**config.mk**
```make
export PLATFORM = sky130hd
export DESIGN_NAME = bec_key_sequencer
export DESIGN_NICKNAME = d
export VERILOG_FILES = /design/src/rtl/bec_key_sequencer.sv
export SDC_FILE = /design/constraint.sdc
export NUM_CORES = 1
export LEC_CHECK = 0
export ABC_AREA = 1
export CAP_MARGIN = 20
export CORE_MARGIN = 3
export CORE_UTILIZATION = 48
export DETAILED_ROUTE_END_ITERATION = 12
export PLACE_DENSITY = 0.77
export SLEW_MARGIN = 20
export SYNTH_ARGS = -nofsm -noshare
export SYNTH_HDL_FRONTEND = slang
export SYNTH_SLANG_ARGS = --single-unit
```
**constraint.sdc**
```tcl
create_clock -name wb_clk_i -period 2.1 [get_ports wb_clk_i]
set_input_delay 0.63 -clock wb_clk_i [delete_from_list [all_inputs] [get_ports wb_clk_i]]
set_output_delay 0.63 -clock wb_clk_i [all_outputs]
set_load 0.03 [all_outputs]
```
**src/rtl/bec_key_sequencer.sv**
```systemverilog
// Scalar sequencer for the binary-Edwards-curve ladder core: loads the key, streams it
// MSB-first on ki, captures the W/Z results on completion and exposes them as 32-bit words.
module bec_key_sequencer #(
  parameter int KEY_BITS = 163,
  parameter int WORDS    = 6,
  parameter int TIMEOUT  = 4096
) (
  input  logic                wb_clk_i,
  input  logic                wb_rst_i,
  input  logic                wr_en,
  input  logic [2:0]          wr_addr,
  input  logic [31:0]         wr_data,
  input  logic                start,
  input  logic                abort,
  input  logic [3:0]          rd_addr,
  output logic [31:0]         rd_data,
  output logic                busy,
  output logic                result_valid,
  output logic                err,
  output logic                irq,
  output logic                core_ena,
  output logic                ki,
  input  logic                next_key,
  input  logic                core_done,
  input  logic [KEY_BITS-1:0] wout,
  input  logic [KEY_BITS-1:0] zout
);

  localparam int IDX_W = $clog2(KEY_BITS);
  localparam int CNT_W = $clog2(TIMEOUT);
  localparam logic [2:0]       WORDS_A = 3'(WORDS);
  localparam logic [3:0]       RD_Z0   = 4'(WORDS);
  localparam logic [3:0]       RD_END  = 4'(2 * WORDS);
  localparam logic [IDX_W-1:0] IDX_TOP = IDX_W'(KEY_BITS - 1);
  localparam logic [CNT_W-1:0] CNT_END = CNT_W'(TIMEOUT - 1);

  typedef enum logic [1:0] {IDLE, RUN, WAIT_DONE} state_t;

  state_t              state_q, state_d;
  logic [KEY_BITS-1:0] key_q, key_d;
  logic [KEY_BITS-1:0] w_q, z_q;
  logic [IDX_W-1:0]    bit_idx_q;
  logic [CNT_W-1:0]    tmo_cnt_q;
  logic [31:0]         rd_word;
  logic                wr_ok;
  logic                do_start, do_abort, do_done, done_err, do_step, do_last, do_tmo;

  // Word idx of a result value; the top word is naturally zero-padded above KEY_BITS.
  function automatic logic [31:0] word_of(input logic [KEY_BITS-1:0] v, input logic [2:0] idx);
    return 32'(v >> (32 * idx));
  endfunction

  assign busy  = (state_q != IDLE);
  assign ki    = (state_q == RUN) ? key_q[bit_idx_q] : 1'b0;
  assign wr_ok = (state_q == IDLE) && wr_en && (wr_addr < WORDS_A);

  // Word 5 shifts past the key MSB, so wr_data[31:3] falls off the top.
  always_comb begin
    key_d = (key_q & ~(KEY_BITS'(32'hFFFF_FFFF) << (32 * wr_addr)))
          | (KEY_BITS'(wr_data) << (32 * wr_addr));
  end

  always_comb begin
    rd_word = '0;
    if (rd_addr < RD_Z0)
      rd_word = word_of(w_q, rd_addr[2:0]);
    else if (rd_addr < RD_END)
      rd_word = word_of(z_q, 3'(rd_addr - RD_Z0));
  end

  // Event decode in priority order: abort > core_done > next_key > timeout.
  always_comb begin
    state_d  = state_q;
    do_start = 1'b0;
    do_abort = 1'b0;
    do_done  = 1'b0;
    done_err = 1'b0;
    do_step  = 1'b0;
    do_last  = 1'b0;
    do_tmo   = 1'b0;
    case (state_q)
      IDLE: begin
        if (start) begin
          state_d  = RUN;
          do_start = 1'b1;
        end
      end
      RUN: begin
        if (abort) begin
          state_d  = IDLE;
          do_abort = 1'b1;
        end else if (core_done) begin
          state_d  = IDLE;
          do_done  = 1'b1;
          done_err = !(next_key && (bit_idx_q == '0));
        end else if (next_key) begin
          if (bit_idx_q == '0) begin
            state_d = WAIT_DONE;
            do_last = 1'b1;
          end else begin
            do_step = 1'b1;
          end
        end
      end
      WAIT_DONE: begin
        if (abort) begin
          state_d  = IDLE;
          do_abort = 1'b1;
        end else if (core_done) begin
          state_d = IDLE;
          do_done = 1'b1;
        end else if (tmo_cnt_q == CNT_END) begin
          state_d = IDLE;
          do_tmo  = 1'b1;
        end
      end
      default: state_d = IDLE;
    endcase
  end

  always_ff @(posedge wb_clk_i) begin
    if (wb_rst_i) begin
      state_q      <= IDLE;
      key_q        <= '0;
      w_q          <= '0;
      z_q          <= '0;
      bit_idx_q    <= IDX_TOP;
      tmo_cnt_q    <= '0;
      core_ena     <= 1'b0;
      result_valid <= 1'b0;
      err          <= 1'b0;
      irq          <= 1'b0;
      rd_data      <= '0;
    end else begin
      state_q <= state_d;
      irq     <= do_done;
      rd_data <= rd_word;
      if (wr_ok)
        key_q <= key_d;
      if (wr_ok || do_start)
        result_valid <= 1'b0;
      if (do_start) begin
        core_ena  <= 1'b1;
        bit_idx_q <= IDX_TOP;
        err       <= 1'b0;
      end
      if (do_step)
        bit_idx_q <= bit_idx_q - 1'b1;
      if (do_last)
        tmo_cnt_q <= '0;
      else if (state_q == WAIT_DONE)
        tmo_cnt_q <= tmo_cnt_q + 1'b1;
      if (do_abort || do_done || do_tmo) begin
        core_ena  <= 1'b0;
        bit_idx_q <= IDX_TOP;
      end
      if (do_done) begin
        w_q          <= wout;
        z_q          <= zout;
        result_valid <= 1'b1;
      end
      if ((do_done && done_err) || do_tmo)
        err <= 1'b1;
    end
  end

endmodule

```
**Where the registers sit**

Drawn at 1 px/um. Other sequential cells in the stronger gray, the rest of the logic in the fainter gray.
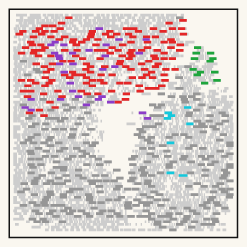
- cyan: bit_idx_q (sequential cells 8)
- purple: rd_data (sequential cells 32)
- red: z_q (sequential cells 163)
- green: tmo_cnt_q (sequential cells 12; where north-east)

**Track usage over the die**

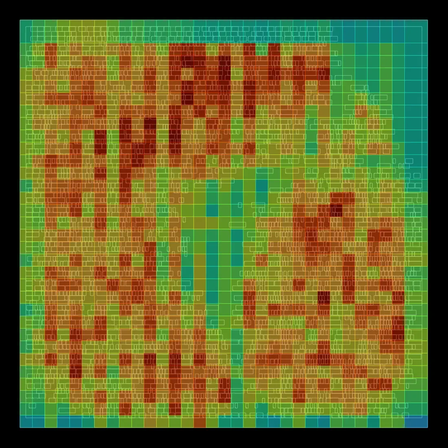
met1 usage in global routing: 38.2%
most congested layer reported by global routing: met2
end-of-flow core utilization: 65.5%
Routed WL per cell: 18.1 um

==> Table 3: Implementation characteristics <==
Implementation parameters

Parameter                              Value

Routing
  Length of the first detailed-routing pass in iterations .................. 6
  Total wire length after detailed routing .................. between 70,000 and 80,000 um
  M1 WL .................. roughly 32,000 um
  Routed via count .................. approximately 24,000
  Via count normalized by instance count .................. ~5.4

Power and ir drop
  Switching share of power .................. between 20% and 30%
  Cell area power density .................. just under 800 nW/um2
  Net Switching .................. around 6.3 mW

Synth
  Top post-synthesis cells by area .................. dfxtp_1, o21ai_0, a21oi_1
  Post-synthesis cell count from yosys .................. approximately 3,300
  AND-OR/OR-AND share of the synthesized area .................. approximately 25%
  Cell taking the most area after synthesis .................. dfxtp_1
  Share of the yosys chip area belonging to registers .................. 46.8%

Final layout
  Layout non-clock buf frac .................. 20.3%
  Combinational cell area excluding buffers and inverters .................. ~10,000 um2
  Layout clock area frac .................. around 5.8%
  Fin nets .................. a little over 4,000
  Total of plain and repair buffers excluding clock buffers .................. 629
  Area added between synthesis and finish .................. 34.3%
  Share of the final layout cell area in sequential cells .................. 34.9%
  Cell class ranked first by area .................. sequential cells
  Comb area share .................. roughly a third

Worst setup path
  Buffer and inverter count on the worst path .................. 4
  Launch point of the worst path .................. bit_idx_q[0]
  Cell type with the highest occurrence count on the critical path .................. nand2_1
  Worst EP required .................. approximately 1500 ps
  CP Capture Point .................. ki
  Endpoint type of the worst setup path .................. output pin

Min path
  Hold-critical path depth .................. 2

Clocking
  Clk Latency, worst-skew pair .................. just over 600 ps
  CTS tree .................. built

Placement
  Post-DP HPWL .................. slightly below 60,000 um
  Number of port buffers .................. about 410

Final timing
  Setup repair after global routing missed its margin .................. true
  Slew at the pin closest to its max-slew limit .................. around 530 ps
  Worst clock skew .................. just over 30 ps
  Count of final setup violators .................. 1
  Final Max-Slew Violation Tally .................. 0
  Relative slew slack .................. between 60% and 70%
  Final worst setup slack .................. -891 ps

Global route
  Vias in the first global route .................. between 20,000 and 25,000
  Met2 Resource Use GR .................. about half

Job
  Max Cap Viol .................. 0

Die
  Area of the die .................. 51,400 um2
  Fp_density .................. between 40% and 50%
  Cell row count .................. roughly 80

Status
  Violations in the final reports .................. negative setup slack
  Status .................. complete, but fails checks
==> power by group through the flow <==
stage	clock network, mW	registers, mW	logic [mW]
6_report	9.90	11.2	3.47
4_1_cts	9.98	11.1	3.44
5_1_grt	10.4	11.2	3.77
3_3_place_gp	0	11.4	3.39
3_5_place_dp	0	11.4	3.43
2_1_floorplan	0	11.4	1.55
==> synthesized netlist by cell type (all sizes together) <==
cell type / count
clkinv: 3
a31oi: 1
clkbuf: 198
o311a: 1
o22ai: 51
o21bai: 1
and3: 1
dfxtp: 547
nor3b: 1
o211ai: 11
xnor2: 2
o21a: 2
inv: 332
nand4: 10
nand2: 490
ha: 6
xor2: 3
nand3: 77
o221ai: 23
a21oi: 439
o21ai: 621
buf: 52
nor2: 439
nor3: 8
o31ai: 1
No activity file was given, so power comes from the tool's default toggle rates.
